File: src/rtl/fetch_jump_controller_pkg.sv
// Shared constants and types for the accumulator processor fetch/jump sequencer.
package fetch_jump_controller_pkg;

  localparam logic [15:0] RESET_PC = 16'h0000;
  localparam logic [15:0] PC_INC   = 16'd2;

  localparam logic [2:0] OPC_JUMP = 3'b111;
  localparam logic [2:0] OPC_JZ   = 3'b110;
  localparam logic [2:0] OPC_HALT = 3'b000;

  localparam int unsigned OPC_MSB = 15;
  localparam int unsigned OPC_LSB = 13;
  localparam int unsigned IMM_MSB = 12;
  localparam int unsigned IMM_LSB = 0;

  typedef enum logic [2:0] {
    StIdle,
    StFetch,
    StDecode,
    StExec,
    StHalted
  } state_e;

  function automatic logic [2:0] get_opcode(input logic [15:0] ir);
    return ir[OPC_MSB:OPC_LSB];
  endfunction

endpackage

File: src/rtl/fetch_jump_controller_jump_target_gen.sv
// Jump target former: keeps the PC page bits and places the word-aligned immediate below them.
module jump_target_gen (
  input  logic [1:0]  i_pc_hi,
  input  logic [12:0] i_imm13,
  output logic [15:0] o_target
);

  assign o_target = {i_pc_hi, i_imm13, 1'b0};

endmodule

File: src/rtl/fetch_jump_controller.sv
// Fetch/decode sequencer: owns PC and IR, resolves JUMP/JZ locally and hands other
// instructions to the execute unit through a start/done handshake.
module fetch_jump_controller
  import fetch_jump_controller_pkg::*;
(
  input  logic        i_clk,
  input  logic        i_reset,
  input  logic        i_run,
  output logic        o_mem_req,
  output logic [15:0] o_mem_addr,
  input  logic        i_mem_ack,
  input  logic [15:0] i_mem_rdata,
  input  logic        i_acc_zero,
  output logic        o_exec_start,
  input  logic        i_exec_done,
  output logic [15:0] o_pc,
  output logic [15:0] o_ir,
  output logic        o_jump_taken,
  output logic        o_halted,
  output logic        o_busy
);

  state_e      r_state, w_state_next;
  logic [15:0] r_pc, w_pc_next;
  logic [15:0] r_ir, w_ir_next;
  logic        r_exec_start, w_exec_start_next;
  logic        r_jump_taken, w_jump_taken_next;
  logic        r_halted, w_halted_next;
  logic        r_busy, w_busy_next;
  logic [15:0] w_target;
  logic [2:0]  w_opcode;

  // r_pc is already post-increment in DECODE, so the page bits come from the next word.
  jump_target_gen u_jump_target_gen (
    .i_pc_hi  (r_pc[15:14]),
    .i_imm13  (r_ir[IMM_MSB:IMM_LSB]),
    .o_target (w_target)
  );

  assign w_opcode = get_opcode(r_ir);

  always_ff @(posedge i_clk or posedge i_reset) begin
    if (i_reset) begin
      r_state      <= StIdle;
      r_pc         <= RESET_PC;
      r_ir         <= 16'h0000;
      r_exec_start <= 1'b0;
      r_jump_taken <= 1'b0;
      r_halted     <= 1'b0;
      r_busy       <= 1'b0;
    end else begin
      r_state      <= w_state_next;
      r_pc         <= w_pc_next;
      r_ir         <= w_ir_next;
      r_exec_start <= w_exec_start_next;
      r_jump_taken <= w_jump_taken_next;
      r_halted     <= w_halted_next;
      r_busy       <= w_busy_next;
    end
  end

  always_comb begin
    w_state_next      = r_state;
    w_pc_next         = r_pc;
    w_ir_next         = r_ir;
    w_exec_start_next = 1'b0;
    w_jump_taken_next = 1'b0;

    case (r_state)
      StIdle: begin
        if (i_run) w_state_next = StFetch;
      end
      StFetch: begin
        if (i_mem_ack) begin
          w_ir_next    = i_mem_rdata;
          w_pc_next    = r_pc + PC_INC;
          w_state_next = StDecode;
        end
      end
      StDecode: begin
        case (w_opcode)
          OPC_JUMP: begin
            w_pc_next         = w_target;
            w_jump_taken_next = 1'b1;
            w_state_next      = i_run ? StFetch : StIdle;
          end
          OPC_JZ: begin
            if (i_acc_zero) begin
              w_pc_next         = w_target;
              w_jump_taken_next = 1'b1;
            end
            w_state_next = i_run ? StFetch : StIdle;
          end
          OPC_HALT: begin
            w_state_next = StHalted;
          end
          default: begin
            w_exec_start_next = 1'b1;
            w_state_next      = StExec;
          end
        endcase
      end
      StExec: begin
        if (i_exec_done) w_state_next = i_run ? StFetch : StIdle;
      end
      StHalted: begin
        w_state_next = StHalted;
      end
      default: begin
        w_state_next = StIdle;
      end
    endcase

    w_halted_next = (w_state_next == StHalted);
    w_busy_next   = (w_state_next != StIdle) && (w_state_next != StHalted);
  end

  assign o_mem_req    = (r_state == StFetch);
  assign o_mem_addr   = r_pc;
  assign o_pc         = r_pc;
  assign o_ir         = r_ir;
  assign o_exec_start = r_exec_start;
  assign o_jump_taken = r_jump_taken;
  assign o_halted     = r_halted;
  assign o_busy       = r_busy;

endmodule

File: config.mk
export PLATFORM = sky130hd
export DESIGN_NAME = fetch_jump_controller
export DESIGN_NICKNAME = d
export VERILOG_FILES = /design/src/rtl/fetch_jump_controller_pkg.sv /design/src/rtl/fetch_jump_controller_jump_target_gen.sv /design/src/rtl/fetch_jump_controller.sv
export SDC_FILE = /design/constraint.sdc
export NUM_CORES = 1
export LEC_CHECK = 0
export CORE_UTILIZATION = 45
export DETAILED_ROUTE_END_ITERATION = 8
export GPL_TIMING_DRIVEN = 0
export PLACE_DENSITY = 0.91
export RECOVER_POWER = 100
export SLEW_MARGIN = 10
export SYNTH_ARGS = -nofsm -noshare
export SYNTH_HDL_FRONTEND = slang
export SYNTH_SLANG_ARGS = --single-unit
File: constraint.sdc
create_clock -name i_clk -period 3.87 [get_ports i_clk]
set_input_delay 1.161 -clock i_clk [delete_from_list [all_inputs] [get_ports i_clk]]
set_output_delay 1.161 -clock i_clk [all_outputs]
set_load 0.01 [all_outputs]
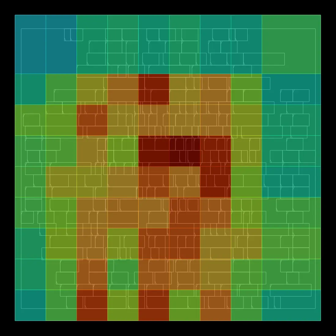
**Above:** run 1 (routing congestion map).
grt met3 use: 0.0600
GR Util met1: 0.274
final core utilization: 0.686

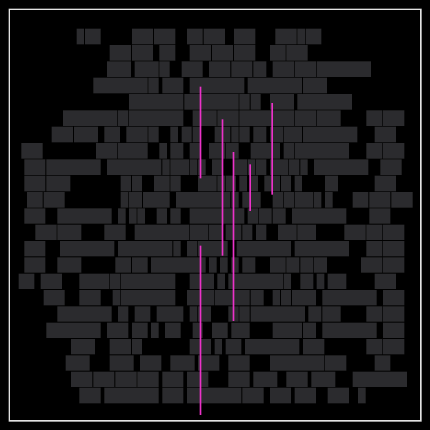
**Above:** run 1 (M4 wires).
Scale: 6 px per um.
The layer carries 116 um of wire. 6 nets have wire on it. The wires run mostly vertical.

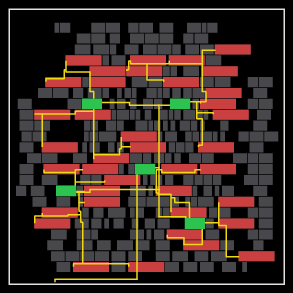
**Above:** run 1 (clock distribution).
Scale: 4 px per um.
cells driving clock nets: marked green, count 5. flip-flops: marked red, count 38. clock wires: marked yellow, length 448 um.
Position of the flops: widely spread. There are 6 routed clock nets.

==> impl_metrics.env, run 1 <==
# implementation run metrics
export IMPL_met2_usage=0.366
export IMPL_status="complete, no violations"
export IMPL_coreArea_um2=4120
export IMPL_top_area_frac=0.480
export IMPL_min_from="o_mem_addr[15]"
export IMPL_min_to="o_mem_addr[15]"
export IMPL_syn_cell_area_um2=1980
export IMPL_chipHeight_um=68.3
export IMPL_comb_area_um2=833
export IMPL_first_pass_iters=4
export IMPL_grt_pass1_wl_um=7510
export IMPL_hpwl_um=3420
export IMPL_critPathMaxFanout=9
export IMPL_max_vdd_ir_drop_v=0.000444
export IMPL_critPathLaunchType="register"
export IMPL_io_pins=75
export IMPL_register_area_um2=951
export IMPL_async_flop_share=1.00
export IMPL_area_growth_pct=42.6
export IMPL_top_area_cell="dfrtp_1"
export IMPL_synth_distinct_cells=46
export IMPL_ys_seq_elements=38
export IMPL_synth_avg_cell_area_um2=10.5
export IMPL_drv_cap=0
export IMPL_p_int_uw=1380
export IMPL_r2r_cells=6
export IMPL_clkLatencyLatePin_ns=0.29
export IMPL_achievable_frequency_mhz=357
export IMPL_critPathCaptureType="output pin"
export IMPL_fin_crit_ns=2.80
export IMPL_mostFrequentLayoutCells="56 x dlygate4sd3_1, 38 x dfrtp_1, 18 x a21oi_1, 17 x buf_4"
export IMPL_place_area_um2=2770
export IMPL_routed_wl_um=4760
export IMPL_hp_class="reg -> reg"
export IMPL_routed_via_density=5.43
export IMPL_holdWs_ns=0.497
export IMPL_finClkSkew_ns=0.00249
export IMPL_edf_count=0
export IMPL_wire_per_inst_um=15.0
export IMPL_clock_power_share=0.113
export IMPL_placedCellCount=311
export IMPL_root_buffer="clkbuf_8"
export IMPL_seq_area_frac_synth=0.480
export IMPL_portBuffers=72
export IMPL_tool_warnings=26
export IMPL_die_x_um=68.3
export IMPL_ys_top_cells_by_count="38 x dfrtp_1, 18 x a21oi_1, 17 x buf_4"
export IMPL_netlist_instances=188
export IMPL_finalNonFillerCells=318
export IMPL_crit_required_ns=2.71
export IMPL_rows=23
export IMPL_p_sw_frac=0.386
export IMPL_ys_area_um2=1980
export IMPL_clock_sinks=38
export IMPL_globalplace_congestion=0.817
export IMPL_vias=1727
export IMPL_timing_rr_start="r_state[0]"
export IMPL_cts_hold_buf=0
export IMPL_clk_pin_slew_ns=0.07
export IMPL_maxSlewHeadroom=0.0538
export IMPL_synth_warnings=0
export IMPL_setup_viol=0
[run 1: worst max-delay path, cell delays in order, from the launching register on]
cell	delay, ns
dfrtp_1	0.32
buf_2	0.19
nor3b_1	0.21
dlygate4sd3_1	0.63
[run 1: how the worst max path moves through the flow]
stage	endpoint	startpoint	depth (start not counted)	slack (ns)
4_1_cts	o_mem_req	r_state[0]	3	1.11
3_3_place_gp	o_ir[4]	i_reset	2	1.04
6_report	o_mem_req	r_state[0]	3	1.07
3_5_place_dp	o_ir[10]	i_mem_ack	4	1.16
2_1_floorplan	o_busy	i_mem_ack	3	1.68
5_1_grt	o_mem_req	r_state[0]	3	0.96
[run 1: flip-flops by register name, summed over array words and instances, names as in the netlist]
| name | count |
|---|---|
| o_busy | 1 |
| o_mem_addr | 15 |
| o_halted | 1 |
| o_jump_taken | 1 |
| o_ir | 16 |
| o_exec_start | 1 |
| r_state | 3 |
[run 1: routing by layer]
metal  vias to the layer above  share of wire
met5                         -              0
met4                         0          0.024
met3                        14          0.066
met2                        79           0.51
met1                       821           0.40
li1                        813              -
[run 1: layout make-up]
class,instances,area share
Buffer,27,0.0625
Sequential cell,38,0.337
Clock buffer,7,0.0270
Inverter,1,0.00133
Timing Repair Buffer,72,0.255
Tap cell,50,0.0222
Multi-Input combinational cell,123,0.295
[run 1: kinds of logic (layout without fill, tap and decap cells)]
family                     count (synthesis)  after routing  synth area share
and+or+nand+nor                           54             54             0.166
AOI/OAI and AO/OA                         47             47             0.147
DFF                                       38             38             0.480
buffers and inverters                     28            107            0.0935
muxes                                     17             17            0.0960
xor gates and xnor gates                   2              2           0.00885
adders and majority gates                  1              1           0.00632
other                                      1              2           0.00189
**Run 1: signal wires by layer**

Scale: 6 px per um.
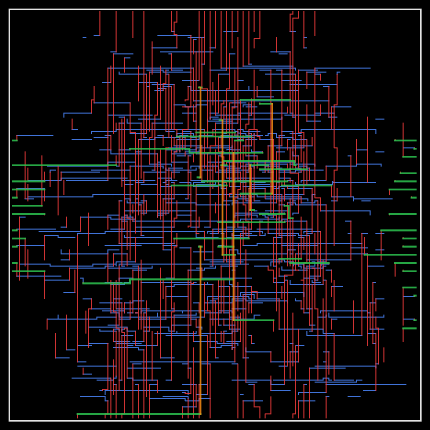

==> run 2, diff against run 1 <==
Settings changed: CORE_UTILIZATION 45 to 44, PLACE_DENSITY 0.91 to 0.89.
Clock period 3.87 ns to 2.6 ns, I/O delays scaled along.
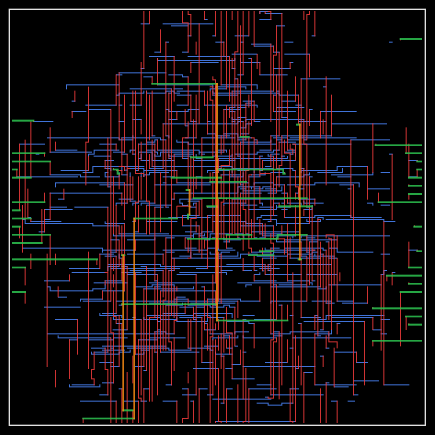
**Above:** run 2 (signal wires by layer).
Scale: 6 px per um.
met3: marked green, wire length 270 um. met2: marked red, wire length 2570 um. met4: marked orange, wire length 125 um. met1: marked blue, wire length 1990 um.

==> impl_metrics.env, run 2 <==
# implementation run metrics
export IMPL_routed_via_density=5.45
export IMPL_mostFrequentLayoutCells="54 x dlygate4sd3_1, 38 x dfrtp_1, 18 x a21oi_1, 18 x clkdlybuf4s50_1"
export IMPL_p_sw_frac=0.389
export IMPL_p_int_uw=2060
export IMPL_critPathMaxFanout=10
export IMPL_status="complete, no violations"
export IMPL_critPathCaptureType="register"
export IMPL_area_growth_pct=42.6
export IMPL_p_leak_uw=0.00124
export IMPL_edf_count=0
export IMPL_timing_rr_start="r_state[0]"
export IMPL_place_area_um2=2770
export IMPL_globalplace_congestion=0.824
export IMPL_reg2reg_to="o_mem_addr[6]"
export IMPL_stdcell_area_um2=2820
export IMPL_grt_max_degree=39
export IMPL_post_route_util=0.649
export IMPL_placedCellCount=313
export IMPL_routed_wl_um=4950
export IMPL_hpwl_um=3570
export IMPL_tightest_slew_ns=1.42
export IMPL_post_cts_buffers=0
export IMPL_ys_top_cells_by_count="38 x dfrtp_1, 18 x a21oi_1, 17 x buf_4"
export IMPL_synth_distinct_cells=46
export IMPL_crit_required_ns=2.78
export IMPL_coreArea_um2=4350
export IMPL_powerDensity_nw_per_um2=1190
export IMPL_hp_class="reg -> reg"
export IMPL_wire_per_inst_um=15.5
export IMPL_netlist_instances=188
export IMPL_fin_nets=291
export IMPL_achievable_frequency_mhz=413
export IMPL_lay_top_count="dlygate4sd3_1"
export IMPL_maxSlewHeadroom=0.0522
export IMPL_synth_avg_cell_area_um2=10.5
export IMPL_drive_gt1_frac=0.179
export IMPL_worst_slack_ns=0.177
export IMPL_holdWs_ns=0.491
export IMPL_top_area_frac=0.480
export IMPL_ys_area_um2=1980
export IMPL_vias=1745
export IMPL_max_vdd_ir_drop_v=0.000584
export IMPL_largest_register_ffs=16
export IMPL_final_antenna_net_count=0
export IMPL_clkLatencyLatePin_ns=0.29
export IMPL_clk_pin_slew_ns=0.07
export IMPL_drv_cap=0
export IMPL_io_pins=75
export IMPL_chipHeight_um=69.1
export IMPL_synth_main_ff_cell="dfrtp_1"
export IMPL_root_buffer="clkbuf_8"
export IMPL_setup_tns_ns=0
export IMPL_async_flop_share=1.00
export IMPL_power_frac_comb=0.544
export IMPL_min_to="o_mem_addr[15]"
export IMPL_syn_cell_area_um2=1980
export IMPL_die_x_um=69.1
export IMPL_final_max_slew_viol_count=0
export IMPL_tool_warnings=26
export IMPL_switchingPower_uw=1310
export IMPL_clock_power_share=0.114
export IMPL_clock_sinks=38
export IMPL_clock_path_buffers=2
export IMPL_p_total_uw=3360
export IMPL_critPathLaunchType="primary input"
export IMPL_cts_hold_buf=0
export IMPL_ys_seq_elements=38
export IMPL_reg2reg_slack_ns=0.54
export IMPL_portBuffers=72
export IMPL_r2r_cells=6
export IMPL_synth_warnings=0
export IMPL_grt_use_total=0.219
export IMPL_rows=24
export IMPL_grt_pass1_wl_um=8250
export IMPL_htree_levels=2
export IMPL_ctsResizeCount=0
export IMPL_detail_route_iter0_violations=115
export IMPL_fp_utilization=0.455
export IMPL_first_pass_iters=4
export IMPL_drc=0
export IMPL_pre_cts_ws_ns=0.259
export IMPL_synthTopCellsByArea="dfrtp_1 48%, mux2_2 9.1%, buf_4 6.4%, a21oi_1 4.5%, o21ai_0 2.3%"
export IMPL_seq_area_frac_synth=0.480
export IMPL_finClkSkew_ns=0.00230
export IMPL_top_area_cell="dfrtp_1"
export IMPL_fin_crit_ns=2.42
export IMPL_min_from="o_mem_addr[15]"
export IMPL_finalNonFillerCells=320
export IMPL_setup_viol=0
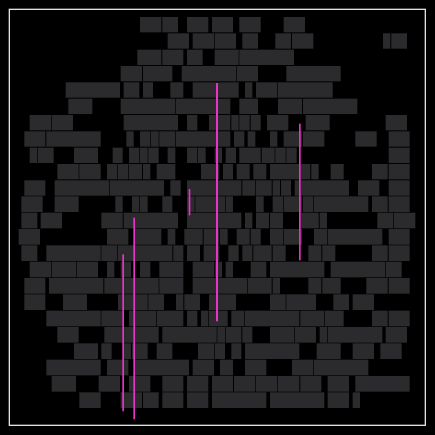
**Above:** run 2 (M4 wires).
Scale: 6 px per um.
The layer carries 125 um of wire. The layer holds 2.5% of the routed length.

## run 2: final cells by class
| cell class | count | area (um2) |
|---|---|---|
| Tap cell | 52 | 65.1 |
| Fill cell | 360 | 1530 |
| Inverter | 1 | 3.75 |
| Timing Repair Buffer | 72 | 721 |
| Buffer | 27 | 176 |
| Sequential cell | 38 | 951 |
| Clock buffer | 7 | 76.3 |
| Multi-Input combinational cell | 123 | 831 |
## run 2: routing by layer
layer	global-route usage	vias up	routed length, um
li1	-	821	-
met3	0.0526	13	269
met1	0.254	840	1990
met4	0.102	0	125
met5	0	-	0
met2	0.379	71	2570
## run 2: logic make-up (layout without fill, tap and decap cells)
logic type	after synthesis	in the layout	share of synthesized area
compound gates	47	47	0.147
xor+xnor	2	2	0.00885
fa+ha+maj	1	1	0.00632
buf+inv	28	107	0.0935
flops	38	38	0.480
mux	17	17	0.0960
other cells	1	2	0.00189
simple gates	54	54	0.166
## run 2: critical path, stage by stage
cell and delay, ns:
dlygate4sd3_1 0.55, and4bb_1 0.28, clkbuf_1 0.57, mux2_2 0.42
## run 2: how the worst max path moves through the flow
stage	depth (start not counted)	startpoint	to
6_report	4	i_mem_ack	o_ir[9]
5_1_grt	3	r_state[0]	o_mem_req
4_1_cts	3	r_state[0]	o_mem_req
3_5_place_dp	4	i_mem_ack	o_ir[9]
3_3_place_gp	2	i_reset	o_ir[4]
2_1_floorplan	3	i_mem_ack	o_busy
## run 2: power groups by stage
stage	Sequential (uW)	Combinational (uW)	Clock, uW
after floorplan	1220	956	0
after global placement	1150	1920	0
after detailed placement	1170	1990	0
after CTS	1160	2000	387
after global routing	1190	1980	417
final	1150	1830	385
**Run 2: routing congestion map**

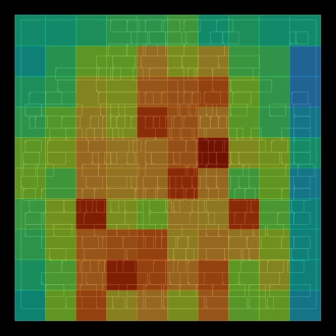

==> run 3, diff against run 2 <==
Settings changed: CORE_ASPECT_RATIO set to 1.25, CORE_UTILIZATION 44 to 30, PLACE_DENSITY 0.89 to 0.67, SLEW_MARGIN 10 to 20.
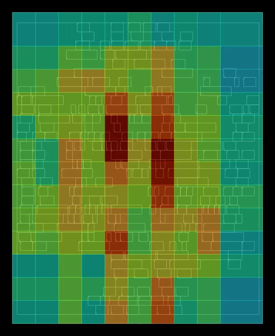
**Above:** run 3 (routing congestion map).
GRT Util Overall: 0.146
final core utilization: 0.457
GR met2 Demand/Resource: 0.246
GRT Max-Usage Layer: met2

==> impl_metrics.env, run 3 <==
# implementation run metrics
export IMPL_status="complete, no violations"
export IMPL_detail_route_iter0_violations=43
export IMPL_cts_hold_buf=0
export IMPL_clkLatencyLatePin_ns=0.29
export IMPL_ys_area_um2=1980
export IMPL_crit_required_ns=2.78
export IMPL_portBuffers=72
export IMPL_tightest_slew_ns=0.691
export IMPL_clock_path_buffers=2
export IMPL_synth_distinct_cells=46
export IMPL_grt_pass1_wl_um=7590
export IMPL_placedCellCount=347
export IMPL_hpwl_um=3540
export IMPL_hp_class="reg -> reg"
export IMPL_finalNonFillerCells=354
export IMPL_ys_top_cells_by_count="38 x dfrtp_1, 18 x a21oi_1, 17 x buf_4"
export IMPL_async_flop_share=1.00
export IMPL_drv_cap=0
export IMPL_ctsResizeCount=0
export IMPL_finalCritPeriodShare=0.935
export IMPL_post_cts_buffers=0
export IMPL_finClkSkew_ns=0.00893
export IMPL_largest_register_ffs=16
export IMPL_setup_tns_ns=0
export IMPL_critPathMaxFanout=10
export IMPL_top_area_cell="dfrtp_1"
export IMPL_routed_wl_um=4780
export IMPL_lay_top_count="dlygate4sd3_1"
export IMPL_final_antenna_net_count=0
export IMPL_syn_cell_area_um2=1980
export IMPL_chipHeight_um=92.8
export IMPL_vias=1737
export IMPL_setup_viol=0
export IMPL_tool_warnings=26
export IMPL_area_growth_pct=45.1
export IMPL_met1_usage=0.176
export IMPL_drive_gt1_frac=0.186
export IMPL_htree_levels=2
export IMPL_fp_utilization=0.315
export IMPL_clock_sinks=38
export IMPL_use_met3=0.0337
export IMPL_root_buffer="clkbuf_8"
export IMPL_final_max_slew_viol_count=0
export IMPL_synth_warnings=0
export IMPL_wire_per_inst_um=13.5
export IMPL_achievable_frequency_mhz=411
export IMPL_netlist_instances=188
export IMPL_grt_pass1_vias=1613
export IMPL_drc=0
export IMPL_critPathCaptureType="register"
export IMPL_io_pins=75
export IMPL_powerDensity_nw_per_um2=1160
export IMPL_p_leak_uw=0.00125
export IMPL_top_area_frac=0.480
export IMPL_seq_area_frac_synth=0.480
export IMPL_mostFrequentLayoutCells="54 x dlygate4sd3_1, 38 x dfrtp_1, 18 x a21oi_1, 18 x clkdlybuf4s50_1"
export IMPL_fin_nets=292
export IMPL_grt_max_degree=27
export IMPL_clk_pin_slew_ns=0.07
export IMPL_worst_slack_ns=0.169
export IMPL_ys_seq_elements=38
export IMPL_synth_main_ff_cell="dfrtp_1"
export IMPL_synthTopCellsByArea="dfrtp_1 48%, mux2_2 9.1%, buf_4 6.4%, a21oi_1 4.5%, o21ai_0 2.3%"
export IMPL_first_pass_iters=4
export IMPL_routed_via_density=4.91
export IMPL_coreArea_um2=6290
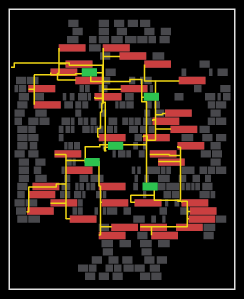
**Above:** run 3 (clock distribution).
Scale: 3 px per um.
flip-flops: marked red, count 38. cells driving clock nets: marked green, count 5. clock wires: marked yellow, length 499 um.
There are 6 routed clock nets.

run 3: final cells by class:
class,instances,area [um2]
Multi-Input combinational cell,123,831
Inverter,1,3.75
Buffer,27,176
Sequential cell,38,951
Tap cell,85,106
Timing Repair Buffer,73,726
Fill cell,637,3410
Clock buffer,6,72.6
Clock inverter,1,7.51
run 3: through the flow:
step | hold WS [ns] | area, um2
global route | 0.514 | 2870
finish | 0.492 | 2870
floorplan | 0.526 | 1980
global placement | 0.487 | 2810
CTS | 0.509 | 2910
detailed placement | 0.500 | 2830
run 3: path summary, 6_finish.rpt:
path                                  endpoint  cells past startpoint  slack [ns]            from
worst max-delay path                   o_ir[4]                      4        0.17       i_mem_ack
max in group asynchronous       o_mem_addr[12]                      3        0.66         i_reset
worst min register to register  o_mem_addr[15]                      1        0.49  o_mem_addr[15]
min in group asynchronous             o_ir[10]                      2        0.95         i_reset
worst max register to register   o_mem_addr[9]                      6        0.55      r_state[0]
worst min-delay path            o_mem_addr[15]                      1        0.49  o_mem_addr[15]
run 3: cell families after synthesis:
| family | count (synthesis) | synth area share |
|---|---|---|
| buf+inv | 28 | 0.0935 |
| xor+xnor | 2 | 0.00885 |
| other cells | 1 | 0.00189 |
| simple gates | 54 | 0.166 |
| mux | 17 | 0.0960 |
| compound gates | 47 | 0.147 |
| fa+ha+maj | 1 | 0.00632 |
| flops | 38 | 0.480 |
run 3: critical path, stage by stage:
cell and delay, ns:
dlygate4sd3_1 0.55, and4bb_1 0.30, clkbuf_1 0.56, mux2_2 0.41
run 3: report_power, final:
group	internal [uW]	switching, uW	leakage (uW)	total, uW
registers	861	281	0.000462	1140
logic	1010	794	0.000747	1800
clock network	184	200	0.0000373	383
run 3: layer usage:
metal	routed length, um	part of all wire
met2	2400	0.50
met3	292	0.061
met4	100	0.021
met1	1990	0.42
met5	0	0

==> layout pictures side by side <==
Layout detail.
Plate I
Region (46, 13) to (66, 33) um. Cells in gray, sequential cells in the stronger gray; small squares are vias.
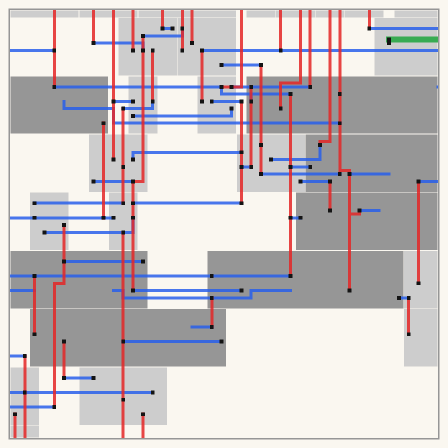
Plate II
Region (41, 7) to (61, 27) um. Cells in gray, sequential cells in the stronger gray; small squares are vias.
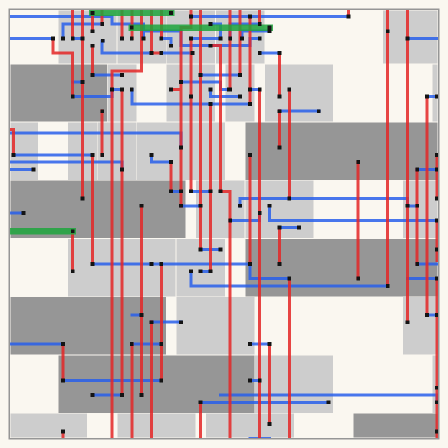
Plate III
Region (42, 7) to (62, 27) um. Cells in gray, sequential cells in the stronger gray; small squares are vias.
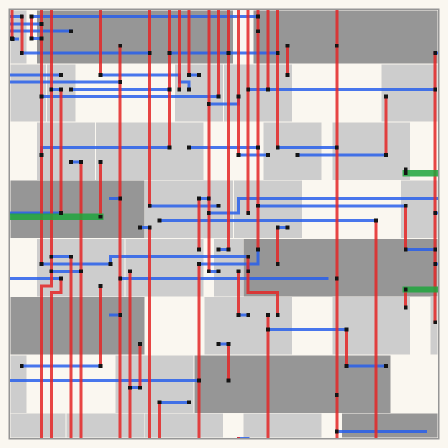
Run 1 is Plate II.
Run 2 is Plate III.
Run 3 is Plate I.

Key to Plate III:
met2: marked red. met1: marked blue. met3: marked green.
Netlist names of flops here include o_mem_addr (3). Most frequent: dfrtp_1 (6), dlygate4sd3_1 (4). 23 logic cells have their middle in the window. Sequential cells in the window: 6.

Power figures rest on the tool's default switching activity, not on a simulated workload.
